--- config.mk ---
export PLATFORM = sky130hd
export DESIGN_NAME = bf_io_port_flat
export DESIGN_NICKNAME = d
export VERILOG_FILES = /design/src/rtl/bf_io_pkg.sv /design/src/rtl/bf_io_port_if.sv /design/src/rtl/bf_io_fifo.sv /design/src/rtl/bf_io_port.sv /design/src/flat_wrapper.sv
export SDC_FILE = /design/constraint.sdc
export NUM_CORES = 1
export LEC_CHECK = 0
export ABC_CLOCK_PERIOD_IN_PS = 3200
export CAP_MARGIN = 20
export CORE_MARGIN = 3
export CORE_UTILIZATION = 63
export CTS_CLUSTER_SIZE = 8
export DETAILED_ROUTE_END_ITERATION = 10
export DONT_BUFFER_PORTS = 1
export PLACE_DENSITY = 0.79
export SYNTH_ARGS = -nofsm -noshare
export SYNTH_HDL_FRONTEND = slang
export SYNTH_SLANG_ARGS = --single-unit
--- constraint.sdc ---
create_clock -name clk -period 3.2 [get_ports clk]
set_input_delay 0.64 -clock clk [delete_from_list [all_inputs] [get_ports clk]]
set_output_delay 0.64 -clock clk [all_outputs]
set_load 0.02 [all_outputs]
--- src/rtl/bf_io_pkg.sv ---
// Shared types and constants for the brainfuck core I/O port controller.
package bf_io_pkg;
  localparam int BYTE_W = 8;

  typedef enum logic [1:0] {
    I_IDLE   = 2'd0,
    I_PULSE  = 2'd1,
    I_GAP    = 2'd2,
    I_SAMPLE = 2'd3
  } in_state_t;

  typedef enum logic [1:0] {
    O_IDLE  = 2'd0,
    O_SETUP = 2'd1,
    O_HIGH  = 2'd2,
    O_GAP   = 2'd3
  } out_state_t;
endpackage

--- src/rtl/bf_io_port_if.sv ---
// CPU request/response and byte-device signals of the I/O port.
// master = CPU plus devices, slave = the port controller.
interface bf_io_port_if;
  import bf_io_pkg::*;

  logic              rd_req;
  logic              rd_ready;
  logic              rd_valid;
  logic [BYTE_W-1:0] rd_data;
  logic              wr_valid;
  logic              wr_ready;
  logic [BYTE_W-1:0] wr_data;
  logic              out_empty;
  logic [BYTE_W-1:0] in;
  logic              setready;
  logic [BYTE_W-1:0] out;
  logic              ready;

  modport master (
    output rd_req, wr_valid, wr_data, in,
    input  rd_ready, rd_valid, rd_data, wr_ready, out_empty, setready, out, ready
  );

  modport slave (
    input  rd_req, wr_valid, wr_data, in,
    output rd_ready, rd_valid, rd_data, wr_ready, out_empty, setready, out, ready
  );
endinterface

--- src/rtl/bf_io_fifo.sv ---
// Byte FIFO for the output path; pointers wrap modulo DEPTH and a separate
// count register tells full from empty.
module bf_io_fifo
  import bf_io_pkg::*;
#(
  parameter int DEPTH = 8
) (
  input  logic                   clk,
  input  logic                   rst_n,
  input  logic                   push,
  input  logic [BYTE_W-1:0]      push_data,
  input  logic                   pop,
  output logic [BYTE_W-1:0]      head,
  output logic                   full,
  output logic                   empty,
  output logic [$clog2(DEPTH):0] count
);
  localparam int AW = $clog2(DEPTH);
  localparam logic [AW:0] FULL_CNT = DEPTH[AW:0];

  logic [BYTE_W-1:0] mem_q [DEPTH];
  logic [AW-1:0]     wr_ptr_q;
  logic [AW-1:0]     rd_ptr_q;
  logic [AW:0]       count_q;
  logic [AW:0]       count_d;

  always_comb begin
    count_d = count_q;
    if (push && !pop) begin
      count_d = count_q + 1'b1;
    end else if (pop && !push) begin
      count_d = count_q - 1'b1;
    end
  end

  // Storage is not reset; only the pointers and count define its contents.
  always_ff @(posedge clk) begin
    if (push) begin
      mem_q[wr_ptr_q] <= push_data;
    end
  end

  always_ff @(posedge clk or negedge rst_n) begin
    if (!rst_n) begin
      wr_ptr_q <= '0;
      rd_ptr_q <= '0;
      count_q  <= '0;
    end else begin
      if (push) wr_ptr_q <= wr_ptr_q + 1'b1;
      if (pop)  rd_ptr_q <= rd_ptr_q + 1'b1;
      count_q <= count_d;
    end
  end

  assign head  = mem_q[rd_ptr_q];
  assign full  = (count_q == FULL_CNT);
  assign empty = (count_q == '0);
  assign count = count_q;
endmodule

--- src/rtl/bf_io_port.sv ---
// Converts single-cycle ',' / '.' requests into timed setready/ready strobes;
// output bytes are buffered so '.' bursts do not stall the core.
module bf_io_port
  import bf_io_pkg::*;
#(
  parameter int DEPTH   = 8,
  parameter int PULSE_W = 2,
  parameter int GAP_W   = 1
) (
  input logic         clk,
  input logic         rst_n,
  bf_io_port_if.slave bus
);
  localparam int CNT_MAX = (PULSE_W > GAP_W) ? PULSE_W : GAP_W;
  localparam int CW      = $clog2(CNT_MAX + 1);
  localparam logic [CW-1:0] P_LAST = CW'(PULSE_W - 1);
  localparam logic [CW-1:0] G_LAST = CW'(GAP_W - 1);

  in_state_t         i_state_q;
  logic [CW-1:0]     i_cnt_q;
  logic              setready_q;
  logic              rd_valid_q;
  logic [BYTE_W-1:0] rd_data_q;

  // Advance first, then sample: the device head is undefined before an advance.
  always_ff @(posedge clk or negedge rst_n) begin
    if (!rst_n) begin
      i_state_q  <= I_IDLE;
      i_cnt_q    <= '0;
      setready_q <= 1'b0;
      rd_valid_q <= 1'b0;
      rd_data_q  <= '0;
    end else begin
      rd_valid_q <= 1'b0;
      case (i_state_q)
        I_IDLE: begin
          if (bus.rd_req) begin
            i_state_q  <= I_PULSE;
            setready_q <= 1'b1;
            i_cnt_q    <= '0;
          end
        end
        I_PULSE: begin
          if (i_cnt_q == P_LAST) begin
            i_state_q  <= I_GAP;
            setready_q <= 1'b0;
            i_cnt_q    <= '0;
          end else begin
            i_cnt_q <= i_cnt_q + 1'b1;
          end
        end
        I_GAP: begin
          if (i_cnt_q == G_LAST) begin
            i_state_q <= I_SAMPLE;
            i_cnt_q   <= '0;
          end else begin
            i_cnt_q <= i_cnt_q + 1'b1;
          end
        end
        I_SAMPLE: begin
          rd_data_q  <= bus.in;
          rd_valid_q <= 1'b1;
          i_state_q  <= I_IDLE;
        end
        default: i_state_q <= I_IDLE;
      endcase
    end
  end

  logic                   fifo_push;
  logic                   fifo_pop;
  logic [BYTE_W-1:0]      fifo_head;
  logic                   fifo_full;
  logic                   fifo_empty;
  logic [$clog2(DEPTH):0] fifo_count;

  out_state_t        o_state_q;
  logic [CW-1:0]     o_cnt_q;
  logic              ready_q;
  logic [BYTE_W-1:0] out_q;

  assign fifo_push = bus.wr_valid && !fifo_full;
  assign fifo_pop  = (o_state_q == O_HIGH) && (o_cnt_q == P_LAST);

  bf_io_fifo #(
    .DEPTH(DEPTH)
  ) u_fifo (
    .clk      (clk),
    .rst_n    (rst_n),
    .push     (fifo_push),
    .push_data(bus.wr_data),
    .pop      (fifo_pop),
    .head     (fifo_head),
    .full     (fifo_full),
    .empty    (fifo_empty),
    .count    (fifo_count)
  );

  always_ff @(posedge clk or negedge rst_n) begin
    if (!rst_n) begin
      o_state_q <= O_IDLE;
      o_cnt_q   <= '0;
      ready_q   <= 1'b0;
      out_q     <= '0;
    end else begin
      case (o_state_q)
        O_IDLE: begin
          if (!fifo_empty) begin
            out_q     <= fifo_head;
            o_state_q <= O_SETUP;
          end
        end
        O_SETUP: begin
          ready_q   <= 1'b1;
          o_cnt_q   <= '0;
          o_state_q <= O_HIGH;
        end
        O_HIGH: begin
          if (fifo_pop) begin
            ready_q   <= 1'b0;
            o_cnt_q   <= '0;
            o_state_q <= O_GAP;
          end else begin
            o_cnt_q <= o_cnt_q + 1'b1;
          end
        end
        O_GAP: begin
          if (o_cnt_q == G_LAST) begin
            // Chain straight into the next setup so bursts run at 1+PULSE_W+GAP_W.
            if (!fifo_empty) begin
              out_q     <= fifo_head;
              o_state_q <= O_SETUP;
            end else begin
              o_state_q <= O_IDLE;
            end
          end else begin
            o_cnt_q <= o_cnt_q + 1'b1;
          end
        end
        default: o_state_q <= O_IDLE;
      endcase
    end
  end

  assign bus.rd_ready  = (i_state_q == I_IDLE);
  assign bus.rd_valid  = rd_valid_q;
  assign bus.rd_data   = rd_data_q;
  assign bus.setready  = setready_q;
  assign bus.wr_ready  = !fifo_full;
  assign bus.out       = out_q;
  assign bus.ready     = ready_q;
  assign bus.out_empty = (fifo_count == '0) && (o_state_q == O_IDLE);
endmodule
--- src/flat_wrapper.sv ---
// flat-port wrapper written by rule: the top's interface ports become plain ports
module bf_io_port_flat import bf_io_pkg::*;
#(
  parameter int DEPTH   = 8,
  parameter int PULSE_W = 2,
  parameter int GAP_W   = 1
)
  (clk, rst_n, bus_rd_req, bus_wr_valid, bus_wr_data, bus_in, bus_rd_ready, bus_rd_valid, bus_rd_data, bus_wr_ready, bus_out_empty, bus_setready, bus_out, bus_ready);
  bf_io_port_if bus_i ();
  input logic clk;
  input logic rst_n;
  input wire logic [$bits(bus_i.rd_req)-1:0] bus_rd_req;
  input wire logic [$bits(bus_i.wr_valid)-1:0] bus_wr_valid;
  input wire logic [$bits(bus_i.wr_data)-1:0] bus_wr_data;
  input wire logic [$bits(bus_i.in)-1:0] bus_in;
  output wire logic [$bits(bus_i.rd_ready)-1:0] bus_rd_ready;
  output wire logic [$bits(bus_i.rd_valid)-1:0] bus_rd_valid;
  output wire logic [$bits(bus_i.rd_data)-1:0] bus_rd_data;
  output wire logic [$bits(bus_i.wr_ready)-1:0] bus_wr_ready;
  output wire logic [$bits(bus_i.out_empty)-1:0] bus_out_empty;
  output wire logic [$bits(bus_i.setready)-1:0] bus_setready;
  output wire logic [$bits(bus_i.out)-1:0] bus_out;
  output wire logic [$bits(bus_i.ready)-1:0] bus_ready;
  assign bus_i.rd_req = bus_rd_req;
  assign bus_i.wr_valid = bus_wr_valid;
  assign bus_i.wr_data = bus_wr_data;
  assign bus_i.in = bus_in;
  assign bus_rd_ready = bus_i.rd_ready;
  assign bus_rd_valid = bus_i.rd_valid;
  assign bus_rd_data = bus_i.rd_data;
  assign bus_wr_ready = bus_i.wr_ready;
  assign bus_out_empty = bus_i.out_empty;
  assign bus_setready = bus_i.setready;
  assign bus_out = bus_i.out;
  assign bus_ready = bus_i.ready;
  bf_io_port #(.DEPTH(DEPTH), .PULSE_W(PULSE_W), .GAP_W(GAP_W)) u_core (.clk(clk), .rst_n(rst_n), .bus(bus_i));
endmodule
==> flow_summary.ini, run 1 <==
; implementation run metrics
[critical_path]
crit_chain = or4b_4 > and2_4 > ha_1 > inv_1 > ha_1 > a21o_2 > a2111oi_0 > o31ai_1
slowest_delay_ns = 0.60
end_kind = register
crit_type = register to register
r2r-start = u_core.u_fifo.count[0]
crit_family = simple AND/OR/NAND/NOR gates
reg2regPathDepth = 8
crit_arrival_ns = 3.00
critical_path.max_fanout = 6
startpoint_type = register
critical_path_depth = 8
reg2reg_slack_ns = 0.44
cpMostUsedCell = ha_1
required_ns = 3.44
cpMaxStageDelayCell = or4b_4
path_buffers = 1
crit_end = u_core.u_fifo.count[3]
reg2reg_to = u_core.u_fifo.count[3]
cp-startpoint = u_core.u_fifo.count[0]

[cts]
clkTransAtPathRegs_ns = 0.10
root_buffer = clkbuf_8
htree_num_levels = 3
clkLatencyLatePin_ns = 0.35
cts_buffers = 9
clock_sinks = 101
cts_tree = yes
clock_path_buffers = 2
post_cts_buffers = 0

[synth]
edf_count = 64
yosysTopAreaCell = edfxtp_1
top_cells_by_area = edfxtp_1 44%, dfrtp_1 21%, mux4_2 8.3%
yosys.area_share.xor_xnor = 0.0122
ys_seq_frac = 0.659
mux_area_frac = 0.139
ys.flops = 101
yosys_cells = 270
synth_area_sq_um = 4320
ys.warnings.count = 0
yosys_area_sq_um = 4320
ys_types = 41
flop_cell = edfxtp_1
syn-instance-count = 270
syn_avg_cell_area_sq_um = 16.0
yosysTopAreaCellShare = 0.445
synth_nets = 311
async_reset_ff_frac = 0.366
ys_sh_simple = 0.0576
aoi_share = 0.0475
ys_sh_adder = 0.0625
netlist_logic_family_top = multiplexers

[cells_and_area]
largest_reg_flops = 64
lay_top_count = edfxtp_1
syn_to_final_growth_pct = 6.43
fin_util = 0.708
final_nets = 317
fill_cells = 418
regMostFlops = u_core.u_fifo.mem_q
layout.cells.non_filler = 358
diodes = 0
regArea_sq_um = 2850
drive_gt1_frac = 0.189
combGateArea_sq_um = 1380
final_cell_area_sq_um = 4600
lay_top_cells = 64 x edfxtp_1, 37 x dfrtp_1, 20 x ha_1

[final_timing]
fmax_mhz = 362
setup_violations = 0
period_minus_slack_ns = 2.76
maxSlewViolCount = 0
finalHoldViolations = 0
setup_tns_ns = 0
whs_ns = 0.113
rsz0062_at_grt = false
tightest_slew_ns = 0.897
fin_skew_ns = 0.00769
finalClockPeriodUsage = 0.864
setup_slack_ns = 0.436
slew_headroom = 0.399

[routing]
first_pass_iters = 5
drt-initial-drc-count = 172
viasPerCell = 6.02
postRouteAntennaNets = 0
drc = 0
wirelength_mm = 6.84
routedWlPerCell_microns = 19.1
vias = 2155

[job]
cap_violations = 0
warnings = 37

[power_and_ir_drop]
ir_drop_uv = 431
p_per_area_nw_per_um2 = 957
finalPower_mw = 4.40
p_leak_nw = 1.72

[die]
chipWidth_microns = 88.8
io_pins = 42
fp_util = 0.666
core_area_sq_um = 6490
core.rowCount = 29
chipHeight_microns = 88.8
chipArea_sq_um = 7890

[global_route]
grt_max_degree = 38
grt_overflow_total = 0
grt.total_usage = 0.191
grt_pass1_vias = 2210
grt_pass1_wl_mm = 10.9
antenna_found_initial = 0

[placed_design]
dpl.hpwl_mm = 4.75
place_area_sq_um = 4390
routabilityCongestion = 0.725
pre_cts_ws_ns = 0.434
dp.cells = 341
portBuffers = 0

[outcome]
status = finished, final reports clean

[worst_hold_path]
hold_path.class = input pin to asynchronous set/reset pin
## run 1: cells by family (layout without fill, tap and decap cells)
kind of cell | count (synthesis) | after routing
AND/OR/NAND/NOR | 50 | 50
multiplexers | 38 | 38
flip-flops | 101 | 101
buffers and inverters | 22 | 33
AND-OR/OR-AND | 32 | 32
XOR/XNOR | 6 | 6
adder cells (fa/ha/maj) | 21 | 21
## run 1: synthesized netlist by cell type, types with 2 or more instances
library cell  instances
a21oi_1              12
a22o_1                2
a22oi_1               2
buf_2                 3
clkbuf_1              4
dfrtp_1              37
edfxtp_1             64
ha_1                 20
inv_1                13
mux2_2               12
mux2i_1               9
mux4_2               16
nand2_1              11
nand2b_1              4
nor2_1               18
nor2b_1               2
nor3_1                6
nor4_1                2
o21ai_0               7
xnor2_1               5
## run 1: layer usage
| layer | global-route usage | up-vias | part of all wire | routed length (microns) |
|---|---|---|---|---|
| met3 | 0.0428 | 9 | 0.059 | 406 |
| li1 | - | 1025 | - | - |
| met2 | 0.319 | 58 | 0.50 | 3420 |
| met5 | 0 | - | 0 | 0 |
| met4 | 0.0783 | 0 | 0.015 | 102 |
| met1 | 0.243 | 1063 | 0.43 | 2920 |
## run 1: cell type report
| cell class | instances | area share |
|---|---|---|
| multi-input combinational | 147 | 0.299 |
| inverter | 13 | 0.0106 |
| timing repair buffer | 4 | 0.00925 |
| clock buffer | 9 | 0.0269 |
| tap | 77 | 0.0209 |
| clock inverter | 7 | 0.0139 |
| sequential | 101 | 0.619 |
## run 1: repair_timing
item,in CTS,in global routing
hold endpoints to repair,37,0
hold buffers,1,0
gates resized,0,0
## run 1: report_power, final
part,switching (mW),internal [mW],total [mW],leakage [nW]
combinational,0.753,0.715,1.47,0.611
sequential,0.426,1.75,2.18,1.02
clock,0.453,0.300,0.754,0.0903
total,1.63,2.77,4.40,1.72
==> run_1/m1.png <==
Supply wires on this layer in gray.
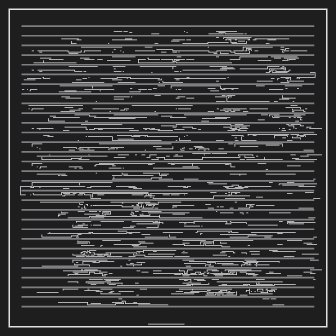
nets with wire on the layer: 288
longest straight run: 24.4 microns
main direction: horizontal
wire length on this layer: 2920 microns
share of all routed wire: 43%

==> run_1/m2.png <==
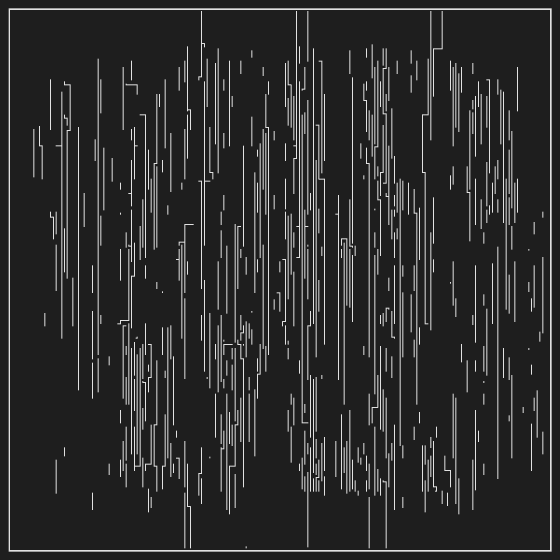
main direction: vertical
nets with wire on the layer: 259
share of all routed wire: 50%

==> run_1/m3.png <==
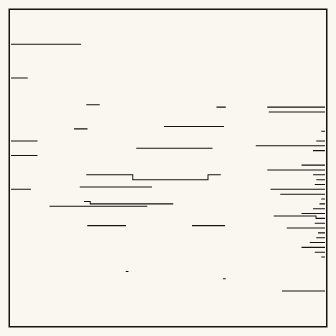
main direction: horizontal
wire length on this layer: 407 microns

==> run_1/route_heat.png <==
Bar = 20 microns. The die is cut into 18 by 18 equal tiles; dark purple is low, yellow is high, scaled to the fullest tile. Values are wire area over tile area, all layers added.
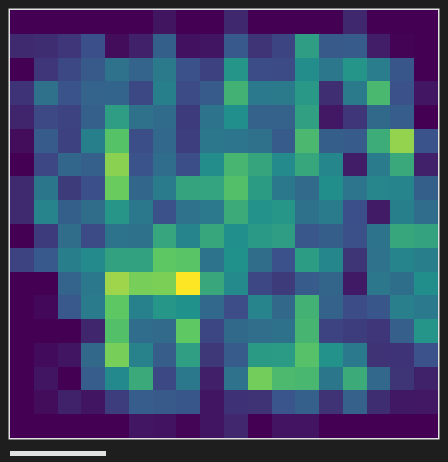
mean over tiles: 0.14
densest ninth of the die: center
tiles over half the peak: 19%

--- run 2 (diff from run 1) ---
--- a/config.mk
+++ b/config.mk
@@ -8,11 +8,11 @@
 export ABC_CLOCK_PERIOD_IN_PS = 3200
 export CAP_MARGIN = 20
 export CORE_MARGIN = 3
-export CORE_UTILIZATION = 63
-export CTS_CLUSTER_SIZE = 8
+export CORE_UTILIZATION = 65
+export CTS_BUF_LIST = sky130_fd_sc_hd__clkbuf_2 sky130_fd_sc_hd__clkbuf_4 sky130_fd_sc_hd__clkbuf_8
 export DETAILED_ROUTE_END_ITERATION = 10
 export DONT_BUFFER_PORTS = 1
-export PLACE_DENSITY = 0.79
+export PLACE_DENSITY = 0.81
 export SYNTH_ARGS = -nofsm -noshare
 export SYNTH_HDL_FRONTEND = slang
 export SYNTH_SLANG_ARGS = --single-unit
==> flow_summary.ini, run 2 <==
; implementation run metrics
[power_and_ir_drop]
ir_drop_uv = 613
p_per_area_nw_per_um2 = 975
seqPwrFrac = 0.481
p_leak_nw = 1.75
switching_share = 0.356

[job]
warnings = 37
cap_violations = 0

[critical_path]
crit_type = register to register
crit_family = simple AND/OR/NAND/NOR gates
startpoint_type = register
cpMaxStageDelayCell = or4b_4
end_kind = register
crit_chain = or4b_4 > and2_4 > ha_1 > inv_1 > ha_1 > a21o_2 > a2111oi_0 > o31ai_1
slowest_delay_ns = 0.61
critical_path.max_fanout = 6
cpMostUsedCell = ha_1
critical_path_depth = 8
required_ns = 3.42

[die]
chipHeight_microns = 87.6
io_pins = 42
fp_util = 0.677

[synth]
synth_area_sq_um = 4320
yosysTopAreaCellShare = 0.445
flop_cell = edfxtp_1
ys.flops = 101
netlist_logic_family_top = multiplexers
ys_seq_frac = 0.659
yosysTopAreaCell = edfxtp_1
async_reset_ff_frac = 0.366
aoi_share = 0.0475
edf_count = 64
mux_area_frac = 0.139
syn-instance-count = 270
top_cells_by_count = 64 x edfxtp_1, 37 x dfrtp_1, 20 x ha_1, 18 x nor2_1, 16 x mux4_2
top_cells_by_area = edfxtp_1 44%, dfrtp_1 21%, mux4_2 8.3%
yosys_cells = 270

[final_timing]
setup_violations = 0
whs_ns = 0.109
finalClockPeriodUsage = 0.884
slew_headroom = 0.387
period_minus_slack_ns = 2.83
finalHoldViolations = 0

[placed_design]
routabilityCongestion = 0.716
dpl.hpwl_mm = 4.83
dp.cells = 344

[routing]
viasPerCell = 6.13
dr_wl_met3_microns = 438
first_pass_iters = 4
drc = 0
top_layer = met4
m1WireLength_mm = 2.98
routedWlPerCell_microns = 19.6

[global_route]
use_met2 = 0.341
grt_overflow_total = 0
globalRouteMet3Util = 0.0461
grt_pass1_vias = 2223
antenna_found_initial = 0

[cts]
clkLatencyLatePin_ns = 0.35
cts_buffers = 9
clock_path_buffers = 2
clock_sinks = 101
clkTransAtPathRegs_ns = 0.10
cts_tree = yes

[outcome]
status = finished, final reports clean

[worst_hold_path]
hold_path.class = input pin to asynchronous set/reset pin

[cells_and_area]
syn_to_final_growth_pct = 7.64
lay_top_count = edfxtp_1
diodes = 0
fin_util = 0.729
drive_gt1_frac = 0.190
[run 2: power by group through the flow]
stage          clock (mW)  sequential [mW]  combinational [mW]
4_1_cts             0.880             2.19                1.50
2_1_floorplan           0             2.09                1.26
3_3_place_gp            0             2.19                1.42
5_1_grt             0.936             2.23                1.64
6_report            0.873             2.18                1.48
3_5_place_dp            0             2.21                1.48
[run 2: worst paths after layout]
check | startpoint | end | slack [ns]
max | u_core.u_fifo.count[1] | u_core.u_fifo.count[3] | 0.37
min | rst_n | u_core.o_cnt_q[1] | 0.11
max reg2reg | u_core.u_fifo.count[1] | u_core.u_fifo.count[3] | 0.37
min reg2reg | u_core.u_fifo.wr_ptr_q[0] | u_core.u_fifo.wr_ptr_q[0] | 0.54
max in group asynchronous | rst_n | u_core.u_fifo.wr_ptr_q[0] | 2.90
min in group clk | bus_wr_data[6] | u_core.u_fifo.mem_q[2][6] | 0.38
[run 2: cell type report]
cell class / count / area (sq um)
timing repair buffer: 7 / 65.1
clock inverter: 7 / 93.8
clock buffer: 9 / 124
inverter: 13 / 48.8
tap: 77 / 96.3
multi-input combinational: 147 / 1380
sequential: 101 / 2850
fill: 368 / 1730
[run 2: timing repair]
item,in CTS,in global routing
hold buffers,1,0
resized,0,0
hold endpoints to repair,37,0
[run 2: cells by family (layout without fill, tap and decap cells)]
family | count (synthesis) | in the layout
DFF | 101 | 101
xor gates and xnor gates | 6 | 6
AOI/OAI and AO/OA | 32 | 32
buffers and inverters | 22 | 36
adders and majority gates | 21 | 21
muxes | 38 | 38
and+or+nand+nor | 50 | 50
[run 2: metrics by stage]
stage                     area (sq um)  setup slack (ns)  power [mW]
after floorplan                   4320             0.488        3.35
after global placement            4420             0.449        3.61
after detailed placement          4420             0.360        3.69
after CTS                         4650             0.342        4.56
after global routing              4650             0.230        4.81
final                             4650             0.372        4.54
==> run_2/m1.png <==
Supply wires on this layer in gray.
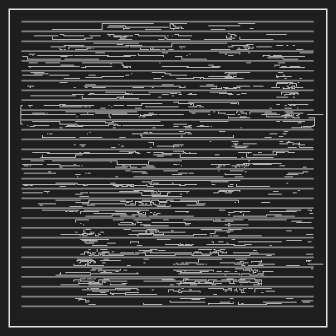
GR Util met1: 0.256
Vias: 2212
Detailed Route WL: 7.08 mm

==> run_2/clock_nets.png <==
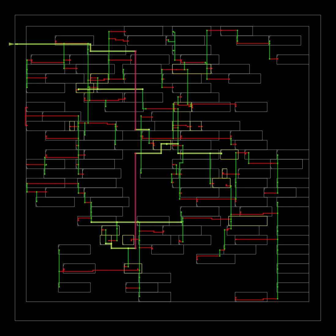
Clock Power: 0.873 mW
final clock skew: 0.0116 ns

Power figures rest on the tool's default switching activity, not on a simulated workload.
